**config.mk**
```make
export PLATFORM = sky130hd
export DESIGN_NAME = digit_frame_loader
export DESIGN_NICKNAME = d
export VERILOG_FILES = /design/src/rtl/digit_disp_pkg.sv /design/src/rtl/vsync_edge_det.sv /design/src/rtl/digit_frame_loader.sv
export SDC_FILE = /design/constraint.sdc
export NUM_CORES = 1
export LEC_CHECK = 0
export CAP_MARGIN = 5
export CORE_MARGIN = 5
export CORE_UTILIZATION = 43
export DETAILED_ROUTE_END_ITERATION = 10
export HOLD_SLACK_MARGIN = 0.05
export PLACE_DENSITY = 0.65
export SYNTH_ARGS = -nofsm -noshare
export SYNTH_HDL_FRONTEND = slang
export SYNTH_SLANG_ARGS = --single-unit
```
**constraint.sdc**
```tcl
create_clock -name clk -period 1.8 [get_ports clk]
set_input_delay 0.27 -clock clk [delete_from_list [all_inputs] [get_ports clk]]
set_output_delay 0.27 -clock clk [all_outputs]
set_load 0.03 [all_outputs]
```
**src/rtl/digit_disp_pkg.sv**
```systemverilog
// ============================================================================
// Module : digit_disp_pkg
// Shared digit-display constants, FSM encoding and slot-range helper.
// Rev    : 1.0
// ============================================================================
`timescale 1ns/1ps
`default_nettype none

package digit_disp_pkg;

  localparam int unsigned N_DIGITS = 11;
  localparam int unsigned DIGIT_W  = 4;
  localparam logic [3:0]  BLANK_CODE = 4'hA;

  localparam logic [0:0] ST_IDLE    = 1'b0;
  localparam logic [0:0] ST_WAIT_VS = 1'b1;

  function automatic logic slot_in_range(input logic [3:0] idx, input int unsigned n);
    return 32'(idx) < n;
  endfunction

endpackage

`default_nettype wire

```
**src/rtl/vsync_edge_det.sv**
```systemverilog
// ============================================================================
// Module : vsync_edge_det
// Falling-edge detector for the active-low frame sync.
// Rev    : 1.0
// ============================================================================
`timescale 1ns/1ps
`default_nettype none

module vsync_edge_det (
  input  logic clk,
  input  logic rst,
  input  logic v_sync,
  output logic vs_fall
);

  logic r_vs_q;

  // Resets high so a sync held low through reset is not mistaken for an edge.
  always_ff @(posedge clk or negedge rst) begin
    if (!rst) r_vs_q <= 1'b1;
    else      r_vs_q <= v_sync;
  end

  assign vs_fall = r_vs_q & ~v_sync;

endmodule

`default_nettype wire

```
**src/rtl/digit_frame_loader.sv**
```systemverilog
// ============================================================================
// Module : digit_frame_loader
// Shadow-buffered digit loader; commits to num_data only on a v_sync fall.
// Optional blink of one slot when DIGIT_BLINK_EN is defined.
// Rev    : 1.0
// ============================================================================
`timescale 1ns/1ps
`default_nettype none

module digit_frame_loader
    import digit_disp_pkg::*;
#(
    parameter int unsigned N_DIGITS = digit_disp_pkg::N_DIGITS,
    parameter int unsigned DIGIT_W  = digit_disp_pkg::DIGIT_W,
    parameter logic [DIGIT_W-1:0] BLANK_CODE = digit_disp_pkg::BLANK_CODE,
    parameter int unsigned BLINK_FRAMES = 30
) (
    input  logic                         clk,
    input  logic                         rst,
    input  logic                         wr_valid,
    output logic                         wr_ready,
    input  logic [3:0]                   wr_idx,
    input  logic [DIGIT_W-1:0]           wr_digit,
    input  logic                         wr_last,
    input  logic                         clr,
    input  logic                         v_sync,
`ifdef DIGIT_BLINK_EN
    input  logic [3:0]                   blink_idx,
`endif
    output logic [N_DIGITS*DIGIT_W-1:0]  num_data,
    output logic                         done,
    output logic                         err
);

    localparam int unsigned NUM_W = N_DIGITS * DIGIT_W;

    logic [0:0]          r_state;
    logic [0:0]          w_state_nx;
    logic                w_vs_fall;
    logic                w_accept;
    logic                w_clr;
    logic                w_commit;
    logic [N_DIGITS-1:0] w_wr_en;
    logic [DIGIT_W-1:0]  r_shadow [N_DIGITS];
    logic [NUM_W-1:0]    w_shadow_flat;
    logic [NUM_W-1:0]    r_commit;
    logic                r_done;
    logic                r_err;

    vsync_edge_det u_vs_det (
        .clk     (clk),
        .rst     (rst),
        .v_sync  (v_sync),
        .vs_fall (w_vs_fall)
    );

    always_ff @(posedge clk or negedge rst) begin
        if (!rst) r_state <= ST_IDLE;
        else      r_state <= w_state_nx;
    end

    always_comb begin
        w_state_nx = r_state;
        case (r_state)
            ST_IDLE:    if (w_accept && wr_last) w_state_nx = ST_WAIT_VS;
            ST_WAIT_VS: if (w_vs_fall)           w_state_nx = ST_IDLE;
            default:                             w_state_nx = ST_IDLE;
        endcase
    end

    // clr only acts in IDLE and masks the write handshake there.
    always_comb begin
        wr_ready = 1'b0;
        w_clr    = 1'b0;
        w_commit = 1'b0;
        case (r_state)
            ST_IDLE: begin
                wr_ready = ~clr;
                w_clr    = clr;
            end
            ST_WAIT_VS: w_commit = w_vs_fall;
            default: ;
        endcase
    end

    assign w_accept = wr_valid & wr_ready;

    generate
        for (genvar k = 0; k < int'(N_DIGITS); k++) begin : g_slot
            assign w_wr_en[k] = w_accept & (wr_idx == 4'(k));
            assign w_shadow_flat[k*DIGIT_W +: DIGIT_W] = r_shadow[k];
        end
    endgenerate

    always_ff @(posedge clk or negedge rst) begin
        if (!rst) begin
            for (int k = 0; k < int'(N_DIGITS); k++) r_shadow[k] <= BLANK_CODE;
        end else begin
            for (int k = 0; k < int'(N_DIGITS); k++) begin
                if (w_clr)           r_shadow[k] <= BLANK_CODE;
                else if (w_wr_en[k]) r_shadow[k] <= wr_digit;
            end
        end
    end

    always_ff @(posedge clk or negedge rst) begin
        if (!rst) begin
            r_commit <= {N_DIGITS{BLANK_CODE}};
            r_done   <= 1'b0;
            r_err    <= 1'b0;
        end else begin
            r_done <= w_commit;
            if (w_commit) r_commit <= w_shadow_flat;
            if (w_clr)
                r_err <= 1'b0;
            else if (w_accept && !slot_in_range(wr_idx, N_DIGITS))
                r_err <= 1'b1;
        end
    end

    assign done = r_done;
    assign err  = r_err;

`ifdef DIGIT_BLINK_EN
    localparam int unsigned CNT_W = (BLINK_FRAMES > 1) ? $clog2(BLINK_FRAMES) : 1;

    logic [CNT_W-1:0] r_frame_cnt;
    logic             r_blink_on;
    logic [3:0]       r_blink_idx;

    always_ff @(posedge clk or negedge rst) begin
        if (!rst) begin
            r_frame_cnt <= '0;
            r_blink_on  <= 1'b1;
            r_blink_idx <= 4'hF;
        end else begin
            r_blink_idx <= blink_idx;
            if (w_vs_fall) begin
                if (r_frame_cnt == CNT_W'(BLINK_FRAMES - 1)) begin
                    r_frame_cnt <= '0;
                    r_blink_on  <= ~r_blink_on;
                end else begin
                    r_frame_cnt <= r_frame_cnt + 1'b1;
                end
            end
        end
    end

    // Blanking sits after the commit register so the shadow keeps the real digit.
    generate
        for (genvar k = 0; k < int'(N_DIGITS); k++) begin : g_blink
            assign num_data[k*DIGIT_W +: DIGIT_W] =
                (!r_blink_on && (r_blink_idx == 4'(k))) ? BLANK_CODE
                                                        : r_commit[k*DIGIT_W +: DIGIT_W];
        end
    endgenerate
`else
    assign num_data = r_commit;
`endif

endmodule

`default_nettype wire

```
==> changes_impl.md <==
### Metrics

* Run status: complete, no violations
* Hold Vio Cnt, Final at 0
* Simple logic cell fraction of the synthesized area at 10.8%
* Chip area estimate from yosys synthesis at 3860 um^2
* Tally of nets with antenna violations remaining after routing at 0
* Final design area excluding fillers at 4960 um^2
* Reg2Reg Setup Slack at 0.16 ns
* Max transition margin at 67.4%
* Initial antenna violation count at 0
* Starting DRC count in detailed routing at 102
* Clock Skews at 0.00941 ns
* Sw Ratio at 24.7%
* Cell type with the largest total area after synthesis: sky130_fd_sc_hd__dfstp_2
* Synthesized net count at 323
* Cell count in the Yosys report at 309
* Number of global-route vias before repair at 2,874
* H-tree lvl count at 3
* CTS clock-pin slew for the worst setup and hold paths at 0.08 ns
* Area share of xor/xnor cells in the synthesized design at 0%
* Worst path required time at 1.53 ns
* Element type at the critical path end: output pin
* Cell internal power dissipation at 3.54 mW
* Floorplan Utilization at 44.3%
* CP Buf/Inv Count at 1
* Number of buffers on the longest clock path at 2
* Minimum period implied by the final worst setup slack at 1.68 ns
* Height of the die at 105 um
* Cells traversed along the worst timing path: clkdlybuf4s50_1
* Slew Limit Fails at 0
* Total setup violations reported at the end of the flow at 0
* Dominant combinational family: multiplexers
* Pwr/cell area at 947 nW/um^2
worst reg2reg max path, delay by kind of cell, from the launching register on:
| family | cells | cell delay, ns |
|---|---|---|
| flops | 1 | 0.44 |
| simple gates | 1 | 0.61 |
| compound gates | 2 | 0.30 |
| buf+inv | 1 | 0.18 |
worst paths after layout:
kind	start	end	cells after the start
setup / recovery	err	err	1
hold / removal	v_sync	u_vs_det.r_vs_q	1
setup reg to reg	r_state	r_shadow[12]	4
hold reg to reg	err	err	2
max in group asynchronous	rst	num_data[13]	3
min in group asynchronous	rst	num_data[34]	2
sequential cells by signal, summed over array words and instances, names as in the netlist:
| signal | flops |
|---|---|
| done | 1 |
| err | 1 |
| r_shadow | 44 |
| num_data | 44 |
| r_state | 1 |
| u_vs_det.r_vs_q | 1 |
repair_timing:
item,in CTS,in global routing
endpoints found under the setup margin,22,0
hold buffers,1,0
resized,22,0
endpoints found under the hold margin,17,0
setup buffers,0,0
per-stage QoR:
step	setup TNS, ns	setup WS [ns]	util (%)	hold WS [ns]	cells
after global placement	-2.42	-0.122	54.1	0.220	480
after CTS	0	0.104	56.9	0.339	497
final	0	0.124	56.9	0.352	497
after global routing	0	0.0692	56.9	0.341	497
after floorplan	0	0.187	-	-0.0256	309
after detailed placement	-3.41	-0.177	54.1	0.224	480
metal layers:
metal / share of wire [%] / track usage (%) / wire (um)
met5: 0 / 0 / 0
met3: 5.9 / 4.07 / 499
met4: 1.8 / 6.39 / 151
met2: 47 / 25.3 / 3910
met1: 46 / 22.7 / 3840
cell families after synthesis:
group	after synthesis
buf+inv	26
mux	54
compound gates	64
simple gates	73
flops	92
power groups by stage:
stage | sequential [mW] | clock, mW | combinational (mW)
floorplan | 2.44 | 0 | 0.237
global placement | 2.29 | 0 | 0.712
detailed placement | 2.30 | 0 | 0.718
CTS | 2.26 | 1.81 | 0.683
global route | 2.27 | 1.92 | 0.726
finish | 2.25 | 1.77 | 0.673
placed cells by master, fill, tap and decap left out, drive strengths merged:
cell type,synthesis,layout
and2b,1,1
clkdlybuf4s50,0,36
or3b,2,2
nand4bb,1,1
o21ai,27,27
inv,1,1
and4b,1,1
and4bb,1,1
nand2,11,11
clkbuf,14,11
nand2b,2,2
nor3,14,14
or3,1,1
clkinv,0,1
or2,1,1
o211ai,10,10
a21oi,24,24
nand3,12,12
or4b,1,1
nor3b,2,2
mux2i,10,10
nor4b,1,1
bufinv,0,4
dlygate4sd2,0,22
mux2,44,44
a32o,1,1
dlygate4sd3,0,1
buf,11,30
dfrtp,47,47
a211oi,2,2
and3,1,1
and3b,1,1
dfstp,45,45
nand3b,3,3
nor2,17,17
cell type report:
cell class	instances	area, um^2
Fill cell	736	3760
Sequential cell	92	2360
Multi-Input combinational cell	191	1370
Timing Repair Buffer	89	838
Tap cell	108	135
Clock buffer	11	131
Clock inverter	5	125
Inverter	1	3.75
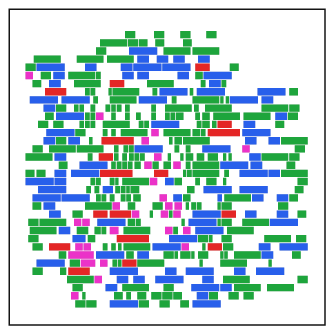
sizing.png
Drawn at 3 px/um.
- x2: blue (cells 94; share 24%)
- x3 and x4: magenta (cells 29; share 7.5%)
- x6 and larger: red (cells 17; share 4.4%)
- x1 and smaller: green (cells 249; share 64%)

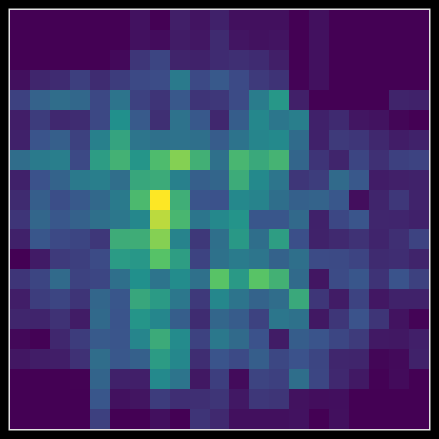
route_heat.png
Drawn at 4 px/um. 21 x 21 tiles, from dark purple (low) to yellow (high), scaled to the fullest tile. Values are wire area over tile area, all layers added.
- tiles over half the peak: 8.8%
- mean over tiles: 0.12
- densest ninth of the die: center
- emptiest ninth of the die: upper right
- nearly empty tiles: 18%
- fullest tile: 0.57

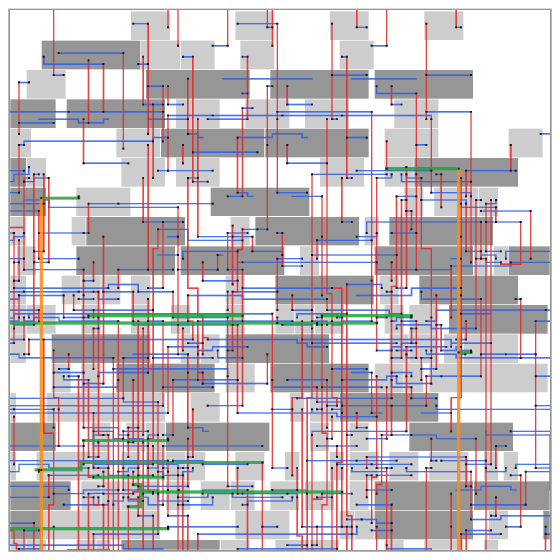
closeup.png
Window x 27 to 77, y 48 to 98 um. Cells in gray, sequential cells in the stronger gray; small squares are vias.
- M3: green
- M4: orange
- M2: red
- M1: blue
- cells with their middle in the window: 131
- most frequent: dfrtp_1 (17), a21oi_1 (14), dfstp_2 (12)
- netlist names of flops here include: r_shadow (20), num_data (9)
- sequential cells in the window: 29

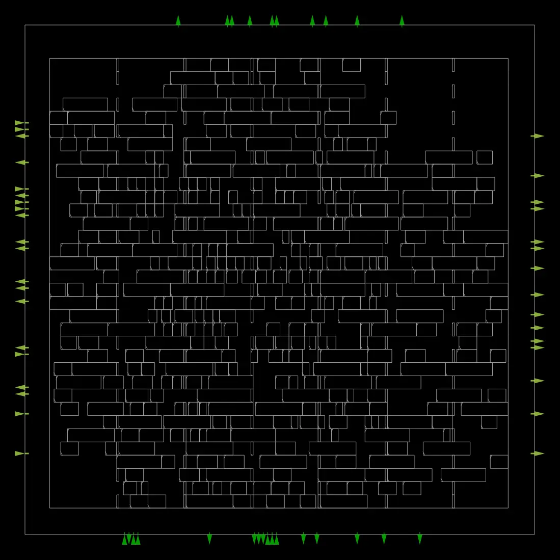
placed.png
floorplan row count: 34
Post-Layout Cell Count: 497
filler cell count in the final layout: 736

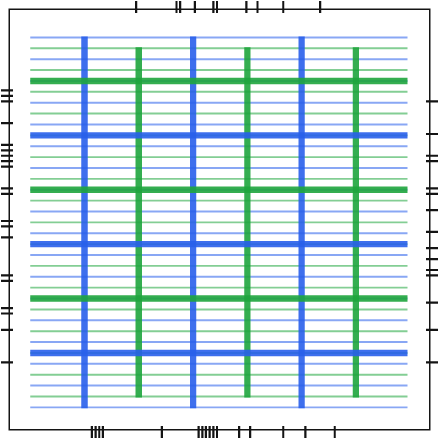
floorplan.png
Drawn at 4 px/um. Pins as bars on the die edge.
- VSS: blue
- VDD: green
- met4 straps: 6
- rows: 34
- met1 rails: 35
- met5 straps: 6

Power is estimated from default activity; no workload was simulated.
